class_map.png
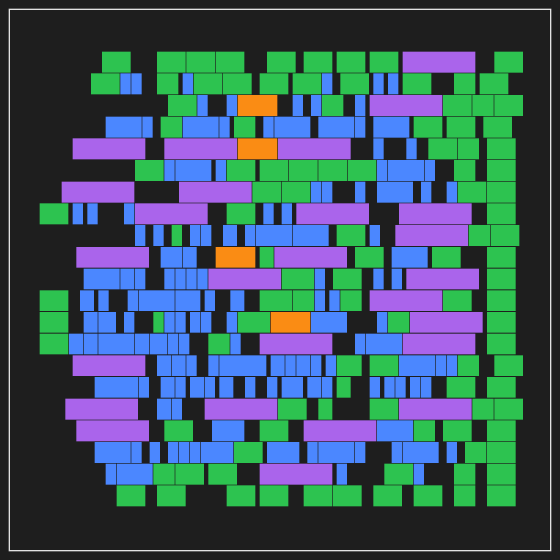
util_map.png
Bar = 20 um. 7 x 7 tiles, from dark blue (low) to red (high), 0 to 100% covered.
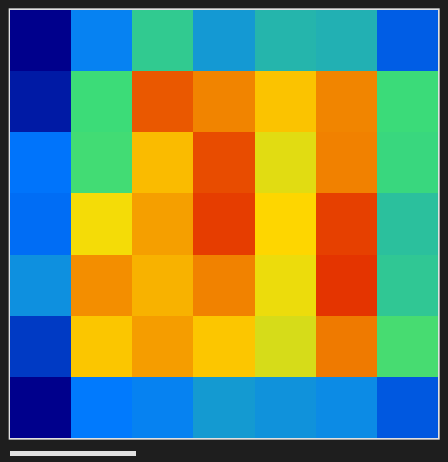
route_heat.png
Bar = 20 um. 14 x 14 tiles, from dark blue (low) to red (high), scaled to the fullest tile. Values are wire area over tile area, all layers added.
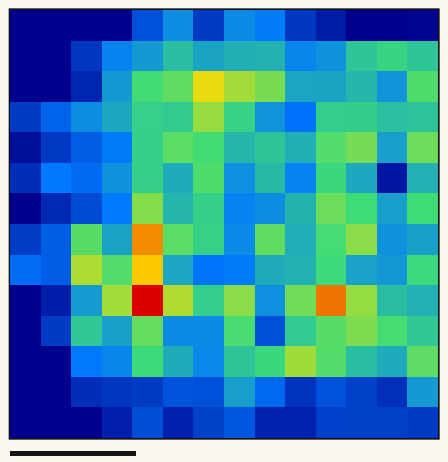
congestion_map.png
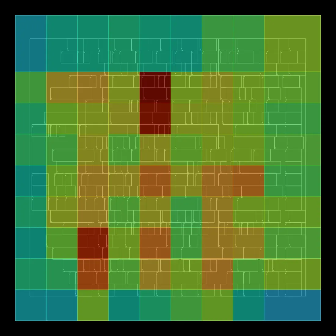
sizing.png
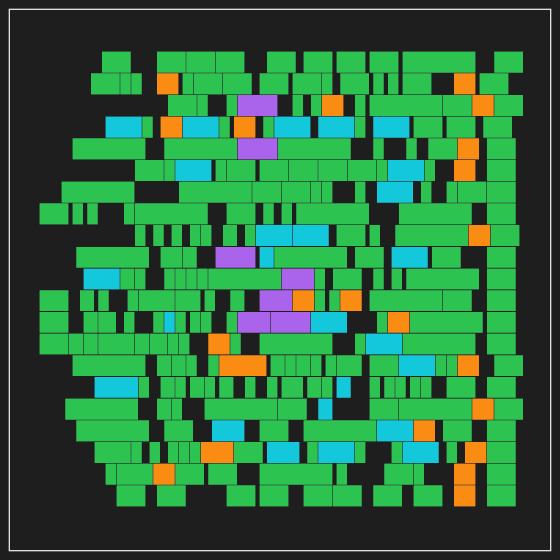
`config.mk`:
```
export PLATFORM = sky130hd
export DESIGN_NAME = micro_alpha_veryl_shift_sequencer
export DESIGN_NICKNAME = d
export VERILOG_FILES = /design/src/rtl/micro_alpha_veryl_shift_sequencer.sv
export SDC_FILE = /design/constraint.sdc
export NUM_CORES = 1
export LEC_CHECK = 0
export ABC_AREA = 1
export CORE_MARGIN = 3
export CORE_UTILIZATION = 43
export DETAILED_ROUTE_END_ITERATION = 7
export GPL_TIMING_DRIVEN = 0
export HOLD_SLACK_MARGIN = 0.02
export PLACE_DENSITY = 0.86
export SETUP_SLACK_MARGIN = 0.2
export SYNTH_ARGS = -nofsm -noshare
export SYNTH_HDL_FRONTEND = slang
export SYNTH_SLANG_ARGS = --single-unit
```
`constraint.sdc`:
```
create_clock -name clk -period 2.5 [get_ports clk]
set_input_delay 0.5 -clock clk [delete_from_list [all_inputs] [get_ports clk]]
set_output_delay 0.5 -clock clk [all_outputs]
set_load 0.02 [all_outputs]
```
`src/rtl/micro_alpha_veryl_shift_sequencer.sv`:
```
// -----------------------------------------------------------------------------
// micro_alpha_veryl_shift_sequencer
//
// Multi-bit shift/rotate controller wrapped around the single-bit micro1
// shifter. A request (op, operand, count) is accepted in IDLE. The sequencer
// then drives the external shifter for `count` cycles, feeding its own working
// register back through the shifter on every step. The final word and the
// last bit shifted out are returned through a valid/ready response port.
// SLL/SRL/SLA/SRA/ROL/ROR by N therefore need no barrel shifter.
//
// Ports
//   clk, rst          clock; asynchronous active-low reset
//   req_valid/ready   request handshake
//   req_op            0=SLL 1=SRL 2=SLA 3=SRA 4=ROL 5=ROR (6,7 reserved -> NOP)
//   req_operand       16-bit word to shift
//   req_count         number of single-bit steps (0..2^COUNT_WIDTH-1)
//   resp_valid/ready  response handshake
//   resp_result       shifted word (registered)
//   resp_carry        last bit shifted out (registered)
//   busy              high while in SHIFT or DONE
//   sh_operation      operation for the shifter (NOP outside SHIFT)
//   sh_in             shifter input, always the working register
//   sh_cin            shifter carry-in
//   sh_out, sh_cout   shifter result and carry-out
//
// state | meaning
// ------+-----------------------------------------------------------------
// IDLE  | ready for a request; latches op/operand/count on req_valid
// SHIFT | one shifter step per cycle until the remaining count runs out
// DONE  | result held on resp_*; returns to IDLE once resp_ready is seen
// -----------------------------------------------------------------------------

package micro_alpha_veryl_shift_sequencer_pkg;

  typedef enum logic [2:0] {
    SHIFTER_OPERATION_NOP                  = 3'd0,
    SHIFTER_OPERATION_LEFT_LOGICALLY       = 3'd1,
    SHIFTER_OPERATION_LEFT_ARITHMETICALLY  = 3'd2,
    SHIFTER_OPERATION_RIGHT_LOGICALLY      = 3'd3,
    SHIFTER_OPERATION_RIGHT_ARITHMETICALLY = 3'd4
  } shifter_operation_t;

  localparam logic [2:0] OP_SLL = 3'd0;
  localparam logic [2:0] OP_SRL = 3'd1;
  localparam logic [2:0] OP_SLA = 3'd2;
  localparam logic [2:0] OP_SRA = 3'd3;
  localparam logic [2:0] OP_ROL = 3'd4;
  localparam logic [2:0] OP_ROR = 3'd5;

endpackage

module micro_alpha_veryl_shift_sequencer
  import micro_alpha_veryl_shift_sequencer_pkg::*;
#(
  parameter int COUNT_WIDTH = 4
) (
  input  logic                   clk,
  input  logic                   rst,
  input  logic                   req_valid,
  output logic                   req_ready,
  input  logic [2:0]             req_op,
  input  logic [15:0]            req_operand,
  input  logic [COUNT_WIDTH-1:0] req_count,
  output logic                   resp_valid,
  input  logic                   resp_ready,
  output logic [15:0]            resp_result,
  output logic                   resp_carry,
  output logic                   busy,
  output shifter_operation_t     sh_operation,
  output logic [15:0]            sh_in,
  output logic                   sh_cin,
  input  logic [15:0]            sh_out,
  input  logic                   sh_cout
);

  typedef enum logic [1:0] {
    ST_IDLE  = 2'd0,
    ST_SHIFT = 2'd1,
    ST_DONE  = 2'd2
  } state_t;

  state_t                 state_q, state_d;
  logic [2:0]             op_q, op_d;
  logic [15:0]            work_q, work_d;
  logic                   carry_q, carry_d;
  logic [COUNT_WIDTH-1:0] remaining_q, remaining_d;

  // Reserved opcodes behave as a zero-step NOP: the operand comes straight
  // back with carry 0.
  logic                   req_reserved;
  logic [COUNT_WIDTH-1:0] req_count_eff;

  assign req_reserved  = (req_op > OP_ROR);
  assign req_count_eff = req_reserved ? '0 : req_count;

  always_ff @(posedge clk or negedge rst) begin
    if (!rst) begin
      state_q     <= ST_IDLE;
      op_q        <= OP_SLL;
      work_q      <= '0;
      carry_q     <= 1'b0;
      remaining_q <= '0;
    end else begin
      state_q     <= state_d;
      op_q        <= op_d;
      work_q      <= work_d;
      carry_q     <= carry_d;
      remaining_q <= remaining_d;
    end
  end

  // Operation and carry-in presented to the shifter for the latched op.
  // Rotates recirculate the bit about to fall off the end as carry-in.
  shifter_operation_t step_op;
  logic               step_cin;

  always_comb begin
    step_op  = SHIFTER_OPERATION_NOP;
    step_cin = 1'b0;
    case (op_q)
      OP_SLL: step_op = SHIFTER_OPERATION_LEFT_LOGICALLY;
      OP_SLA: step_op = SHIFTER_OPERATION_LEFT_ARITHMETICALLY;
      OP_SRL: step_op = SHIFTER_OPERATION_RIGHT_LOGICALLY;
      OP_SRA: step_op = SHIFTER_OPERATION_RIGHT_ARITHMETICALLY;
      OP_ROL: begin
        step_op  = SHIFTER_OPERATION_LEFT_LOGICALLY;
        step_cin = work_q[15];
      end
      OP_ROR: begin
        step_op  = SHIFTER_OPERATION_RIGHT_LOGICALLY;
        step_cin = work_q[0];
      end
      default: begin
        step_op  = SHIFTER_OPERATION_NOP;
        step_cin = 1'b0;
      end
    endcase
  end

  always_comb begin
    state_d      = state_q;
    op_d         = op_q;
    work_d       = work_q;
    carry_d      = carry_q;
    remaining_d  = remaining_q;
    req_ready    = 1'b0;
    resp_valid   = 1'b0;
    sh_operation = SHIFTER_OPERATION_NOP;
    sh_cin       = 1'b0;

    case (state_q)
      ST_IDLE: begin
        req_ready = 1'b1;
        if (req_valid) begin
          op_d        = req_op;
          work_d      = req_operand;
          carry_d     = 1'b0;
          remaining_d = req_count_eff;
          state_d     = (req_count_eff != '0) ? ST_SHIFT : ST_DONE;
        end
      end

      ST_SHIFT: begin
        sh_operation = step_op;
        sh_cin       = step_cin;
        work_d       = sh_out;
        carry_d      = sh_cout;
        remaining_d  = remaining_q - COUNT_WIDTH'(1);
        // The step happening on this edge is the last one.
        if (remaining_q == COUNT_WIDTH'(1)) begin
          state_d = ST_DONE;
        end
      end

      ST_DONE: begin
        resp_valid = 1'b1;
        if (resp_ready) begin
          state_d = ST_IDLE;
        end
      end

      default: begin
        state_d = ST_IDLE;
      end
    endcase
  end

  assign sh_in       = work_q;
  assign resp_result = work_q;
  assign resp_carry  = carry_q;
  assign busy        = (state_q == ST_SHIFT) || (state_q == ST_DONE);

endmodule

```
==> run notes <==
The flow ran to the end, and the final reports show no timing, DRC or antenna violations. The total power consumption of the routed design is 3.496 mW, and the worst path required time is 2.00 ns. The die extent in x was 67.74 um; the die outline height was 67.74 um. The Yosys step of the flow raised 0 warnings. The run gives 0.09 ns for the clock-pin slew reported for the worst setup and hold paths after clock tree synthesis. In this run the maximum-capacitance check reported violations numbering 0. The report lists the cells along the critical path as inv_1 > ha_1 > buf_4 > inv_2 > buf_4 > a211oi_1 > buf_2. TritonCTS built the clock tree.

When the netlist entered floorplanning its net count stood at 242. Number of warnings in the stage logs: 31. Per the synth log, the flip-flop and latch total comes to 26. Max-slew violation total from the final report: 0.

The synthesized netlist contains 25 unique library cells. Compared with the post-synthesis result, the final layout area differs by 57.48%. The OpenROAD report gives the critical path a data arrival time of 1.72 ns. The count of buffers added on input and output ports is 83.

Per the finish-stage timing summary, setup violations number 0. The final-layout setup total negative slack is 0 ns. On the critical path the largest part of the delay comes from buffers and inverters. For the worst clock skew on the final layout, the log shows 0.002246 ns. The first global-routing pass estimated 6768 um of wire. After synthesis, the mean cell area works out to 8.493 um2. The synthesized netlist handed to floorplanning was reported with a cell count of 193. The run gives 1428 for the number of global-route vias before repair. The tree is rooted in a sky130_fd_sc_hd__clkbuf_8.

The top achievable clock speed is 450.4 MHz, and the top-level port count is 84. The min-delay analysis places its worst path in the category reg -> reg. The worst setup path is of the reg -> out kind.

Per the timing report, the biggest fanout along the worst path comes to 10. The run gives 4589 um2 for the chip area. Setup repair after global routing could not meet its margin everywhere. The run gives 0.2298 for the relative slew slack.

The share of the synthesized area in the top cell type came out at 0.3969. After detailed routing, the total wire length is 4417 um. After synthesis, the cell types taking the most area are sky130_fd_sc_hd__dfrtp_1 (40%), sky130_fd_sc_hd__nand2_1 (13%), sky130_fd_sc_hd__a31oi_2 (12%). Counting both buffers and inverters, the worst setup path holds a total of 5. Detailed placement ended at an HPWL of 3524 um. The share of the yosys chip area belonging to registers was 0.3969; the clock latency of the later-clocked register in the worst-skew pair was 0.27 ns.

Looking at the VDD voltage map, the peak drop is 599.7 uV. The dominant logic cell type in the layout was sky130_fd_sc_hd__clkdlybuf4s50_1. The cell repeated most along the worst path was sky130_fd_sc_hd__buf_4. The chip area line in the Yosys stat output reads 1639 um2. The top cell types in the final layout, fill and taps aside, are sky130_fd_sc_hd__clkdlybuf4s50_1 (79), sky130_fd_sc_hd__nand2_1 (58), sky130_fd_sc_hd__dfrtp_1 (26), sky130_fd_sc_hd__nor2_1 (22), sky130_fd_sc_hd__buf_4 (20).

The first-pass iteration count of the detailed router was 4; the via count was 1567. TritonCTS reports the number of clock sinks as 26. Critical-path cell with the highest stage delay: sky130_fd_sc_hd__dfrtp_1. The power density normalized to cell area was 1354 nW/um2; the combined global-route utilization of all metal layers was 0.1920.

After synthesis the cells add up to 1639 um2. The logs give 77 for the initial DRC count and 21 for the row count. The ratio of final minimum period to clock period was 0.8881. STA classifies the critical path endpoint as an output port. Cell leakage power: 1.131 nW.

The kind of launch point of the worst setup path was a flop. The number of remaining DRC errors came out at 0. Leading area contributor after synthesis: sky130_fd_sc_hd__dfrtp_1. The number of cells reported by Yosys stat comes to 193.

With the total congestion overflow at 0, the initial antenna violation count is 0. The via count normalized by instance count came out at 4.807. With the total number of H-tree levels at 1, the actual transition at the worst max-transition pin is 1.152 ns. Nets still carrying antenna violations after routing amount to 0. The longest incremental delay of any stage on the critical path is reported as 0.41 ns.

At the end of routability-driven placement, the weighted congestion stood at 0.8367. The number of antenna diodes in the final layout is 0. The ratio of cells with drive above 1 in the final layout came out at 0.1929. With the number of CTS-inserted buffers at 3, the number of endpoints with negative hold slack in the final report is 0. The run gives 330 as the number of nets in the layout.

The clock passes through at most 2 buffers. Entering global routing, the biggest net connects 27 pins. The worst path in the final design needs a cycle of 2.220 ns, including I/O delays and setup.
Back to the opening pictures, class_map.png:
legend:
  blue:
    class: remaining logic cells
    cells: 142
    share_of_their_area: 32%
  green:
    class: remaining buffers and delay cells
    cells: 108
    share_of_their_area: 40%
  purple:
    class: sequential cells
    cells: 26
    share_of_their_area: 26%
  orange:
    class: clock drivers and dummy loads
    cells: 4
    share_of_their_area: 2.2%
total core area: 3495 um2
sequential share of cell area: 0.2521
Finished Cell Area: 2581 um2
share of the core filled with cells in the final layout: 0.7386

Back to the opening pictures, util_map.png:
fullest tile: 94%
densest ninth of the die: middle
nearly empty tiles: 4.1%
tiles over 75% full: 39%
mean over tiles: 55%
fraction of the core area occupied by cells at floorplan: 0.4690

Back to the opening pictures, route_heat.png:
emptiest ninth of the die: top left
fullest tile: 0.48
nearly empty tiles: 11%
tiles over half the peak: 21%

Back to the opening pictures, congestion_map.png:
GR met2 Demand/Resource: 0.3281
most used routing layer in global routing: met2
met1 demand-to-capacity share in global routing: 0.2544
average wire per standard cell: 13.55 um

Back to the opening pictures, sizing.png:
legend:
  purple:
    size: x6 and larger
    cells: 7
    share: 2.5%
  green:
    size: x1 and smaller
    cells: 226
    share: 81%
  cyan:
    size: x2
    cells: 25
    share: 8.9%
  orange:
    size: x3 and x4
    cells: 22
    share: 7.9%

[worst reg2reg max path: stages, from the launching register on]
cell and delay [ns]:
sky130_fd_sc_hd__dfrtp_1 0.41, sky130_fd_sc_hd__inv_1 0.09, sky130_fd_sc_hd__ha_1 0.14, sky130_fd_sc_hd__buf_4 0.14, sky130_fd_sc_hd__clkbuf_1 0.38, sky130_fd_sc_hd__nand2_1 0.13
sky130_fd_sc_hd__a31oi_2 0.20
[power breakdown]
group          switching (mW)  internal (mW)  total, mW
sequential              0.179          0.636      0.815
clock                   0.134          0.141      0.275
combinational            1.23           1.18       2.41
total                    1.54           1.95       3.50
[registers in the layout (all words and copies together) (netlist names)]
name	flops
op_q	3
resp_result	16
remaining_q	4
state_q	2
resp_carry	1
[synthesized netlist by cell type, drive strengths merged]
| cell | instances |
|---|---|
| nand2 | 59 |
| dfrtp | 26 |
| buf | 23 |
| nor2 | 22 |
| a31oi | 16 |
| inv | 11 |
| nand3 | 9 |
| a21oi | 5 |
| ha | 5 |
| o21ai | 5 |
| a211oi | 2 |
| clkbuf | 2 |
| mux2 | 2 |
| o22ai | 2 |
| clkinv | 1 |
| nand3b | 1 |
| nand4 | 1 |
| xnor2 | 1 |
[layer usage]
metal  GRT usage  vias up  wire [um]
met2      0.3281       60       2103
met5           0        -          0
met3     0.02662        4        317
li1            -      792          -
met4     0.04557        0         29
met1      0.2544      711       1967
[timing repair]
item,in CTS,in global routing
hold buffers,0,0
cloned,0,0
gates resized,12,7
buffers inserted,0,0
endpoints found under the setup margin,5,4
[stage by stage]
stage | hold WS (ns) | area (um2) | setup WS [ns] | instances
after global placement | 0.4683 | 2527 | 0.09817 | 322
after floorplan | 0.2044 | 1639 | 0.2798 | 193
after CTS | 0.4889 | 2579 | 0.1217 | 326
final | 0.4849 | 2581 | 0.2797 | 326
after global routing | 0.5395 | 2581 | 0.1923 | 326
after detailed placement | 0.4636 | 2527 | 0.03724 | 322
[cell families after synthesis]
| logic type | Yosys count | share of synthesized area |
|---|---|---|
| XOR/XNOR | 1 | 0.005344 |
| AND-OR/OR-AND | 30 | 0.1801 |
| buffers and inverters | 37 | 0.1397 |
| AND/OR/NAND/NOR | 92 | 0.2260 |
| multiplexers | 2 | 0.01374 |
| adder cells (fa/ha/maj) | 5 | 0.03817 |
| flip-flops | 26 | 0.3969 |
[layout make-up]
type / count / area [um2]
buffer: 25 / 188.9
clock buffer: 4 / 55.05
fill: 267 / 913.4
inverter: 12 / 45.04
multi-input combinational: 130 / 767.0
sequential: 26 / 650.6
tap: 46 / 57.56
timing repair buffer: 83 / 817.0
[final timing paths]
check,from,end,slack [ns],depth (start not counted)
worst max-delay path,state_q[1],sh_operation[1],0.28,7
worst min-delay path,resp_carry,resp_carry,0.48,2
worst max register to register,state_q[1],resp_result[10],0.94,6
worst min register to register,resp_carry,resp_carry,0.48,2
max in group asynchronous,rst,remaining_q[0],0.98,1
min in group asynchronous,rst,resp_result[2],0.84,1
Power figures rest on the tool's default switching activity, not on a simulated workload.
